[config.mk]
export PLATFORM = sky130hd
export DESIGN_NAME = ex_muldiv
export DESIGN_NICKNAME = d
export VERILOG_FILES = /design/src/rtl/ex_muldiv.sv
export SDC_FILE = /design/constraint.sdc
export NUM_CORES = 1
export LEC_CHECK = 0
export ABC_AREA = 0
export CORE_MARGIN = 2
export CORE_UTILIZATION = 52
export CTS_BUF_LIST = sky130_fd_sc_hd__clkbuf_16
export DETAILED_ROUTE_END_ITERATION = 10
export GPL_ROUTABILITY_DRIVEN = 0
export PLACE_DENSITY_LB_ADDON = 0.2
export SYNTH_ARGS = -nofsm -noshare
export SYNTH_HDL_FRONTEND = slang
export SYNTH_SLANG_ARGS = --single-unit
[constraint.sdc]
create_clock -name CLK -period 5.3 [get_ports CLK]
set_input_delay 0.795 -clock CLK [delete_from_list [all_inputs] [get_ports CLK]]
set_output_delay 0.795 -clock CLK [all_outputs]
set_load 0.02 [all_outputs]
[src/rtl/ex_muldiv.sv]
// Iterative 32x32 multiply / divide unit with architectural HI/LO; 34-cycle result latency (2 for divide by zero).
// No queuing: start, mthi and mtlo are ignored while busy; flush aborts RUN/FIN without a commit.
module ex_muldiv (
  input  logic        CLK,
  input  logic        RST,
  input  logic        start,
  input  logic [1:0]  op,
  input  logic [31:0] opA,
  input  logic [31:0] opB,
  input  logic        mthi,
  input  logic        mtlo,
  input  logic [31:0] wdata,
  input  logic        flush,
  output logic        busy,
  output logic        done,
  output logic        divZero,
  output logic [31:0] hi,
  output logic [31:0] lo
);

  typedef enum logic [1:0] {IDLE, RUN, FIN} state_t;

  state_t      state_q, state_d;
  logic [5:0]  cnt_q, cnt_d;
  logic [63:0] acc_q, acc_d;
  logic [31:0] b_q, b_d;
  logic        is_div_q, is_div_d;
  logic        neg_q, neg_d;
  logic        neg_r_q, neg_r_d;
  logic        dz_q, dz_d;
  logic        done_q, done_d;
  logic        divz_q, divz_d;
  logic [31:0] hi_q, hi_d;
  logic [31:0] lo_q, lo_d;

  logic        a_neg, b_neg;
  logic [31:0] mag_a, mag_b;
  logic [32:0] mul_sum;
  logic [63:0] mul_nxt;
  logic [32:0] div_trial;
  logic [31:0] div_diff;
  logic        div_ge;
  logic [63:0] div_nxt;
  logic [63:0] prod_fix;

  always_comb begin
    // Signed ops run on magnitudes; signs are reapplied at FIN.
    a_neg = ~op[0] & opA[31];
    b_neg = ~op[0] & opB[31];
    mag_a = a_neg ? (32'd0 - opA) : opA;
    mag_b = b_neg ? (32'd0 - opB) : opB;

    // acc = {partial product, remaining multiplier bits}
    mul_sum = {1'b0, acc_q[63:32]} + (acc_q[0] ? {1'b0, b_q} : 33'd0);
    mul_nxt = {mul_sum, acc_q[31:1]};

    // acc = {remainder, dividend bits / quotient bits}
    div_trial = acc_q[63:31];
    div_ge    = (div_trial >= {1'b0, b_q});
    div_diff  = div_trial[31:0] - b_q;
    div_nxt   = div_ge ? {div_diff, acc_q[30:0], 1'b1} : {acc_q[62:0], 1'b0};

    prod_fix  = neg_q ? (64'd0 - acc_q) : acc_q;
  end

  always_comb begin
    state_d  = state_q;
    cnt_d    = cnt_q;
    acc_d    = acc_q;
    b_d      = b_q;
    is_div_d = is_div_q;
    neg_d    = neg_q;
    neg_r_d  = neg_r_q;
    dz_d     = dz_q;
    hi_d     = hi_q;
    lo_d     = lo_q;
    done_d   = 1'b0;
    divz_d   = 1'b0;

    case (state_q)
      IDLE: begin
        if (start && !flush) begin
          acc_d    = {32'd0, mag_a};
          b_d      = mag_b;
          is_div_d = op[1];
          neg_d    = a_neg ^ b_neg;
          neg_r_d  = a_neg;
          cnt_d    = 6'd0;
          dz_d     = op[1] && (opB == 32'd0);
          state_d  = (op[1] && (opB == 32'd0)) ? FIN : RUN;
        end else begin
          if (mthi) hi_d = wdata;
          if (mtlo) lo_d = wdata;
        end
      end
      RUN: begin
        if (flush) begin
          state_d = IDLE;
        end else begin
          acc_d = is_div_q ? div_nxt : mul_nxt;
          cnt_d = cnt_q + 6'd1;
          if (cnt_q == 6'd31) state_d = FIN;
        end
      end
      FIN: begin
        if (flush) begin
          state_d = IDLE;
        end else begin
          if (!dz_q) begin
            if (is_div_q) begin
              lo_d = neg_q   ? (32'd0 - acc_q[31:0])  : acc_q[31:0];
              hi_d = neg_r_q ? (32'd0 - acc_q[63:32]) : acc_q[63:32];
            end else begin
              hi_d = prod_fix[63:32];
              lo_d = prod_fix[31:0];
            end
          end
          done_d  = 1'b1;
          divz_d  = dz_q;
          state_d = IDLE;
        end
      end
      default: state_d = IDLE;
    endcase
  end

  always_ff @(posedge CLK or posedge RST) begin
    if (RST) begin
      state_q  <= IDLE;
      cnt_q    <= 6'd0;
      acc_q    <= 64'd0;
      b_q      <= 32'd0;
      is_div_q <= 1'b0;
      neg_q    <= 1'b0;
      neg_r_q  <= 1'b0;
      dz_q     <= 1'b0;
      done_q   <= 1'b0;
      divz_q   <= 1'b0;
      hi_q     <= 32'd0;
      lo_q     <= 32'd0;
    end else begin
      state_q  <= state_d;
      cnt_q    <= cnt_d;
      acc_q    <= acc_d;
      b_q      <= b_d;
      is_div_q <= is_div_d;
      neg_q    <= neg_d;
      neg_r_q  <= neg_r_d;
      dz_q     <= dz_d;
      done_q   <= done_d;
      divz_q   <= divz_d;
      hi_q     <= hi_d;
      lo_q     <= lo_d;
    end
  end

  assign busy    = (state_q != IDLE);
  assign done    = done_q;
  assign divZero = divz_q;
  assign hi      = hi_q;
  assign lo      = lo_q;

endmodule

Figure 1. M1 wires (run 1).
The bar under the picture is 50 um long. Supply wires on this layer in gray.
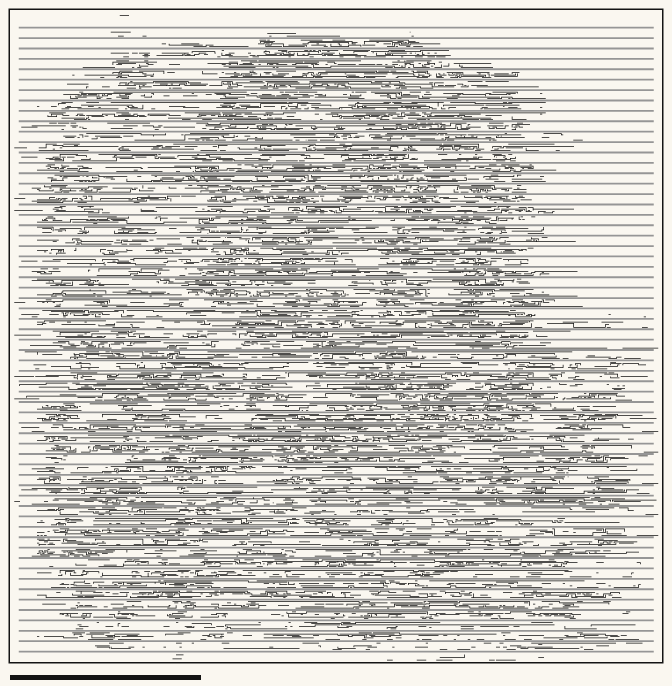
The wires run mostly horizontal. 1941 nets have wire on it. The longest straight run is 85.6 um. The layer holds 45% of the routed length.

Figure 2. Metal 2 (run 1).
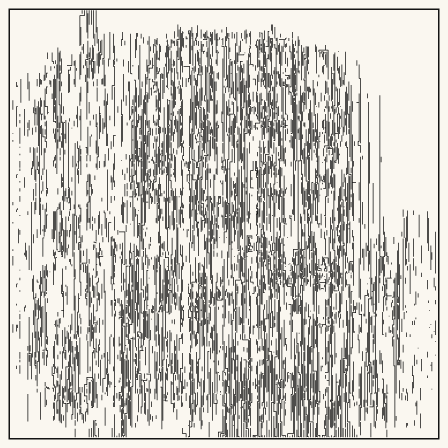
1724 nets have wire on it. The layer holds 44% of the routed length. The wires run mostly vertical. The longest straight run is 64.1 um.

Figure 3. Metal 3 (run 1).
The bar under the picture is 50 um long. Cells faint in the background.
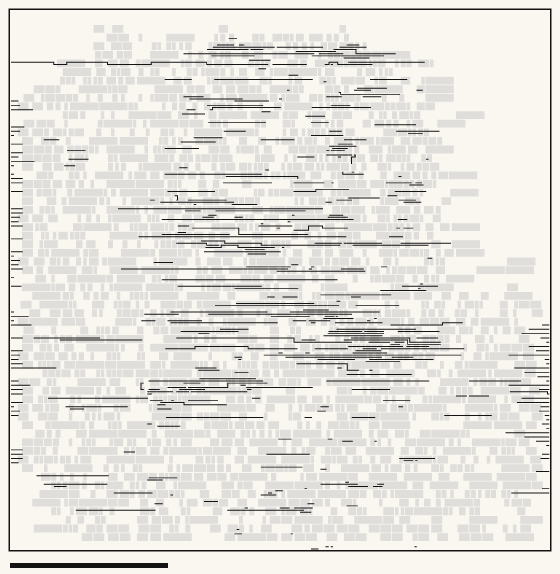
The wires run mostly horizontal. The layer holds 8.1% of the routed length. 285 nets have wire on it. The layer carries 3680 um of wire.

==> run notes, run 1 <==
Physical implementation

The met3 wirelength from detailed routing is 3680 um. The number of standard cells reported by yosys is 1839. The die height is 171 um. Per the final report, max-transition violations number 0. The register with the most flip-flops is acc_q. The register with the most flip-flops in the layout has 64 of them. Data on the critical path arrives at its endpoint at 4.30 ns. The top cell types in the final layout, fill and taps aside, are sky130_fd_sc_hd__nand2_1, sky130_fd_sc_hd__o21ai_0, sky130_fd_sc_hd__dfrtp_1, sky130_fd_sc_hd__clkdlybuf4s50_1, sky130_fd_sc_hd__nor2_1. The most frequently used cell type in the post-synthesis netlist is sky130_fd_sc_hd__nand2_1.

The destination of the critical timing path is acc_q[63]. Global routing used 31.6% of the available tracks across all layers. The placed instance count is 2293. The switching portion of total power comes to 50.7%.

The netlist uses 78 different library cells. The pin count of the biggest net entering global routing is 120. The count of boundary I/O pins is 171. The summed instance area of the synthesized netlist is 14400 sq um. The power report puts the net switching power at 4.92 mW. The top fanout value on the critical path is 22. The buffer-and-inverter tally for the worst setup path is 2.

The cell area after placement is 16400 sq um. The top-area cell type share of the netlist area is 30.2%. The area of the placeable core is 27100 sq um. The combinational power is 5.82 mW. The iteration count of the initial detailed-routing pass is 5. In this run the clock root is driven by a sky130_fd_sc_hd__clkbuf_16. The clock input transition at the sequential cells of the worst setup and hold paths is 0.08 ns. The final antenna diode tally reported by the flow is 0. For this run, asynchronously set or reset flops after synthesis account for 100%. The wire length of the first global-routing pass is 72400 um. For reference, the post-synthesis area per instance comes to 7.84 sq um.

The critical hold path startpoint is b_q[15]. The timing report gives the worst reg2reg path a setup slack of 1.31 ns. The element type at the critical path start is a flip-flop. The startpoint of the most critical setup path is acc_q[0]. The count of filler cells inserted in the layout is 2463. The number of DRC markers in iteration 0 is 1353.

The highest layer used for signal routing is met4. Setup repair after global routing left no endpoint under its margin. The worst setup path is captured at a flip-flop. The global-route track usage on met1 is 45.2%. The synthesis run shows the most used standard cells to be sky130_fd_sc_hd__nand2_1, sky130_fd_sc_hd__o21ai_0, sky130_fd_sc_hd__dfrtp_1. At floorplan, the net count of the design was reported as 2014. Post-CTS repair ended up resizing 0 cells. The power per unit of standard cell area is 570 nW/um^2. The worst flop-to-flop path startpoint is acc_q[0]. The routing layer with the top usage in global route is met2. The critical path endpoint has a required time of 5.61 ns.

The leakage power total is 7.28 nW. Per the synthesis report, the adder-cell share of the synthesized area is 6.26%. Yosys reports a chip area of 14400 sq um. The worst-margin pin slew is 1.19 ns.

Across all setup checks in the final design, the least slack found is 1.31 ns. The combinational group share of total power is 60.0%. The floorplan utilization is 53.2%. The area growth from synthesis to layout is 17.8%. The proportion of final cell area spent on non-clock buffers is 10.8%. The global route total overflow is 0. The worst setup skew after layout is 0.0180 ns. The clock network accounts for 13.9% of the total power. Subtracting the final worst setup slack from the clock period gives 3.99 ns. Ranked by power, first place goes to combinational cells.

The total number of nets in the final design is 2115. The capture point of the worst reg-to-reg path is acc_q[63]. The detail route stage leaves a number of antenna-violating nets equal to 0.

Prior to clock tree synthesis, the placed netlist has a worst setup slack of 1.42 ns. The total via count in the routed design is 14300. The power attributed to the clock group is 1.34 mW. Per the OpenROAD timing report, the critical path contains 13 cells.

Across the whole layout, storage elements make up 25.6% of the cell area. The total chip power is 9.69 mW. The multi-input combinational cells in the finished layout cover a total of 9460 sq um. The layout has 64 inverters outside the clock class. After synthesis the netlist holds a flip-flop and latch count of 174. The number of logged tool warnings is 28. The post-route worst hold slack is 0.483 ns.

Counting every sink on the clock net gives 174. The number of global-route vias before repair is 13400. Registers are responsible for 26.1% of the overall power. The H-tree generated during clock tree synthesis spans 4 levels. Registers take 4360 sq um.

Synthesis produced 1839 cells. The critical path's largest stage delay is 0.65 ns. In this run the worst hold path is classified as flip-flop to flip-flop. The number of warnings reported in the yosys synthesis log is 0. The insertion delay of the later-clocked pin in the worst-skew pair is 0.45 ns. The number of buffers inserted during clock tree synthesis is 17. Max-cap violations in this run came to 0. Summed over all layers, the routed wires come to 45500 um. The number of remaining DRC errors is 0. The fraction of final layout cells with drive strength greater than 1 is 4.40%. The endpoint of the worst hold path is b_q[15]. Post-synth the commonest register cell is sky130_fd_sc_hd__dfrtp_1. In the synthesized netlist, the dominant kind of combinational cell is AND-OR/OR-AND gates. Summed over all sequential cells, the power is 2.53 mW. The number of I/O port buffers is 170. The clock distribution area overhead in the final layout is 3.69%. On the critical path the largest part of the delay comes from AND-OR/OR-AND gates. After Yosys synthesis, AND-OR and OR-AND compound gates account for 25.0% of the synthesized area.

The deepest clock path buffer count is 2. The routed length per instance is 19.6 um. Cell internal power was estimated by the tool at 4.77 mW. Across the VDD grid, the largest voltage drop is 0.242 mV. The highest-count logic cell in the final layout is sky130_fd_sc_hd__nand2_1.

The synthesized netlist devotes 20.6% of its cell area to simple gates. The floorplan step set the die width to 171 um. The finished layout holds 2325 standard cells, fillers aside.

The floorplan has 60 rows. The cell type contributing the most total cell area after synthesis is sky130_fd_sc_hd__dfrtp_1. The worst hold path passes through 2 cells. The initial antenna violation count is 0. The count of cells along the worst register-to-register path is 13.

For reference, the mux area share after synthesis is 3.26%. The critical-path cell with the highest stage delay is sky130_fd_sc_hd__inv_1. The share of the cycle needed by the critical path after routing is 75.3%. For reference, the most critical setup path is categorized as flip-flop to flip-flop. The chip occupies 29100 sq um. The flow ran to the end, and the final reports show no timing, DRC or antenna violations. In the final timing run, aggregate negative setup slack is 0 ns.

The count of library flops with an enable pin is 0. The layout has 186 buffers outside the clock class. The synthesized-area fraction occupied by xor and xnor cells is 10.3%.

In this run the post-CTS setup repair buffer count came out at 0.
Figure 4. Met4 routing (run 1).
Supply wires on this layer in gray.
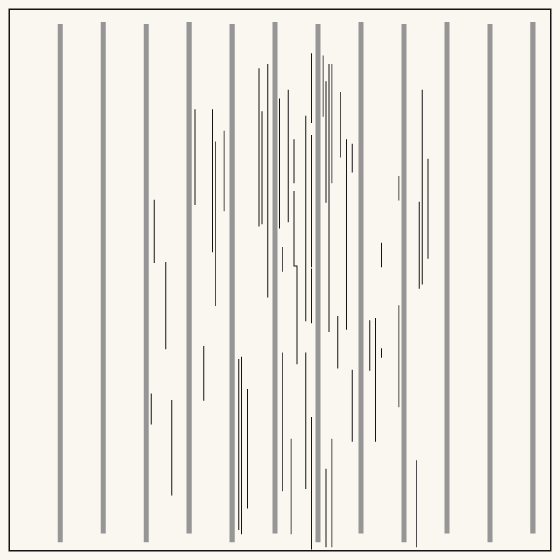

## Run 2: what changed since run 1
Settings changed: CORE_UTILIZATION 52 to 58.
Clock period 5.3 ns to 3.7 ns, I/O delays scaled along.
Figure 5. Met4 routing (run 2).
Supply wires on this layer in gray.
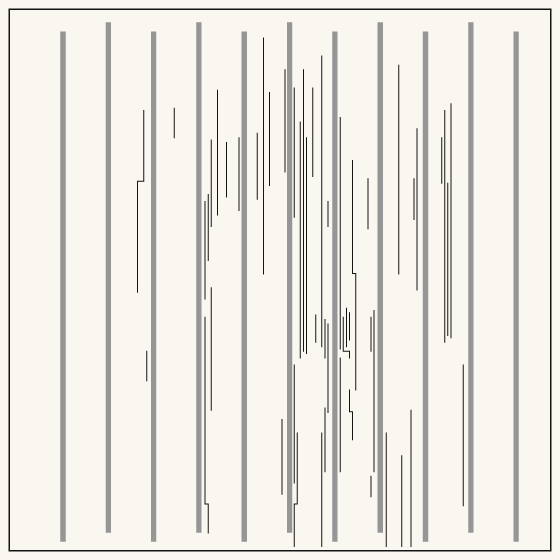
The layer holds 3.9% of the routed length. 46 nets have wire on it. The wires run mostly vertical.

==> run notes, run 2 <==
Physical implementation

The run finished with clean final reports. The summed instance area of the synthesized netlist is 14400 sq um. The count of filler cells inserted in the layout is 1964. The flip-flop count of the largest register after layout is 64. The power per unit of standard cell area is 823 nW/um^2.

For this design the top-level I/O count stands at 171. The insertion delay of the later-clocked pin in the worst-skew pair is 0.45 ns. The total via count in the routed design is 14900. Setup repair after global routing left no endpoint under its margin.

The residual antenna-violating net count after detailed routing is 0. The share of the cycle needed by the critical path after routing is 93.6%. As logged by OpenROAD, the buffers inserted on ports number 170. Global routing used 50.3% of the available met1 tracks. In this run, CTS created clock tree buffers numbering 17. The post-route worst hold slack is 0.474 ns. The clock buffer count in the final layout is 17.

The instance count on the critical path is 13. Per the layout area report, the combinational gate area comes to 9460 sq um. The count of plain and timing-repair buffers is 230. The heaviest power group is combinational cells. The fraction of standard cell area that is sequential is 25.2%. The worst-case IR drop observed on VDD is 0.432 mV. The number of H-tree branching levels is 4.

Counting I/O delays and the setup requirement, the final critical path takes 3.46 ns. In this run, synthesis inferred 0 flip-flops with an integrated enable. The iteration count of the initial detailed-routing pass is 8. For the worst setup path, the data required time is 4.03 ns. The portion of netlist area occupied by mux cells is 3.26%. The chip area line in the Yosys stat output reads 14400 sq um. The report gives the cell count of the worst hold path as 2. The number of antenna repair diodes is 0. The worst-margin pin slew is 1.20 ns. For this run the aggregate overflow at the end of global routing stands at 0.

The register area is 4360 sq um. The analysis attributes to cell leakage a power of 7.52 nW. The deepest clock path buffer count is 2. The most used flip-flop cell after synthesis is sky130_fd_sc_hd__dfrtp_1. The area of the placeable core is 24400 sq um. The script parses the final routing iteration and logs DRC violations as 0. The floorplan step set the die height to 162 um.

The first global-routing pass estimated 72900 um of wire. Yosys shows that the main logic family after synthesis is AND-OR/OR-AND gates. For the worst flop-to-flop path, the logic depth is 13. In this run the clock root is driven by a sky130_fd_sc_hd__clkbuf_16. In this run the full chip footprint comes out at 26100 sq um. According to the timing report, the critical path is launched from acc_q[0]. The cell-mix breakdown from Yosys lists the XOR/XNOR area share as 10.3%. For this design, the CTS-stage hold fixing added 0 buffers. Adding up every negative setup slack in the final design gives 0 ns. For reference, the top cells by count after synthesis are sky130_fd_sc_hd__nand2_1, sky130_fd_sc_hd__o21ai_0, sky130_fd_sc_hd__dfrtp_1. The count of final max-slew check failures is 0.

The critical-path cell with the highest stage delay is sky130_fd_sc_hd__a2111oi_0. The top fanout value on the critical path is 32. The net count after synthesis is 2014. The number of standard cells reported by yosys is 1839.

The type of the setup path with the least slack is flip-flop to flip-flop. The top-area cell type share of the netlist area is 30.2%. The final wirelength is 46700 um. In this run, synthesis produced a sequential element count of 174. The endpoint class of the critical path is a flip-flop. Clock skew on the completed layout was measured at 0.0203 ns.

The number of gates resized after CTS is 0. The total chip power is 14.2 mW. The net switching power is 7.17 mW. After detailed routing, the met3 layer carries 4750 um of wire. After detailed placement, the total cell area comes to 16700 sq um. The power report lists cell-internal power as 7.07 mW. Row generation in the floorplan step produced 57 rows. The number of hold violations in the final report is 0. Entering global routing, the biggest net connects 70 pins.

Counting every instance in the synthesized netlist gives 1839. Per the run summary, max-cap violations total 0. Combinational power for this build is 8.99 mW. The register with the most flip-flops is acc_q. The endpoint of the worst hold path is hi[31]. The clock distribution area overhead in the final layout is 3.60%. The power attributed to the clock group is 1.95 mW. In this run, the clock network consumes 13.7% of the power. Per the post-run analysis, buffers plus inverters along the critical path come to 2. The fraction of final layout cells with drive strength greater than 1 is 6.51%. For reference, full adder, half adder and majority cells occupy 6.26% of the area reported after synthesis. The placed instance count is 2289.

The number of warnings reported in the yosys synthesis log is 0. The top cell type in the final layout, fill and taps aside, is sky130_fd_sc_hd__nand2_1. The critical hold path startpoint is hi[31]. The slack of the worst reg-to-reg path is 0.24 ns. After layout, the worst setup slack is 0.238 ns. OpenSTA lists the critical path endpoint as acc_q[63]. In this run the post-CTS setup repair buffer count came out at 0. The routing layer with the top usage in global route is met2. The cell type that accounts for the most area after synthesis is sky130_fd_sc_hd__dfrtp_1. On the critical path the largest part of the delay comes from AND-OR/OR-AND gates.

The most common cell in the synthesized netlist is sky130_fd_sc_hd__nand2_1. The initial antenna violation count came to 1. The non-clock inverter count in the final layout is 64. Yosys reported that registers with async set or reset make up 100%. In this run, flip-flops and latches consume 23.2% of the power. Using the TritonRoute via totals, the vias-per-cell ratio works out to 6.40. The number of global-route vias before repair is 13700. The element type at the critical path start is a flip-flop. The clock input transition at the sequential cells of the worst setup and hold paths is 0.09 ns.

In this run the worst hold path is classified as flip-flop to flip-flop. Per report_power, the combinational group accounts for 63.1% of the total. The floorplan utilization is 59.1%. For this run, combinational gates with multiple inputs come to 1497.

Per the OpenROAD floorplan log, the width of the die is 162 um. The flow measured a signed area growth from synthesis to layout of 20.0%. The proportion of final cell area spent on non-clock buffers is 12.8%. The routed length per instance is 20.1 um. The cell-mix breakdown from Yosys lists the simple-gate area share as 20.6%. The largest single stage delay on the critical path is 0.47 ns. The post-placement worst setup slack is 0.325 ns.

After the first detailed-routing iteration, the DRC count stood at 1882. In this run switching power makes up 50.3% of total power. The main area contributors are sky130_fd_sc_hd__dfrtp_1, sky130_fd_sc_hd__o21ai_0, sky130_fd_sc_hd__nand2_1, sky130_fd_sc_hd__xnor2_1, sky130_fd_sc_hd__ha_1. Leaving out fill and tap cells, the most frequent cells in the layout are sky130_fd_sc_hd__nand2_1, sky130_fd_sc_hd__o21ai_0, sky130_fd_sc_hd__dfrtp_1, sky130_fd_sc_hd__clkdlybuf4s50_1, sky130_fd_sc_hd__nor2_1. The count of non-filler cells in the finished layout is 2321.

Global routing consumed, over all layers together, 35.1% of the routing resources. Synthesis instantiated 78 different standard cells from the library. The capture point of the worst register-to-register path is recorded as acc_q[63]. The TritonCTS sink count is 174. The total number of nets in the final design is 2159. The number of logged tool warnings is 26. In this run the top signal layer used is met4. The signal arrival time at the worst endpoint is 3.79 ns. The average instance in the mapped netlist occupies 7.84 sq um. The AND-OR/OR-AND share of the synthesized area is 25.0%.
Power is estimated from default activity; no workload was simulated.
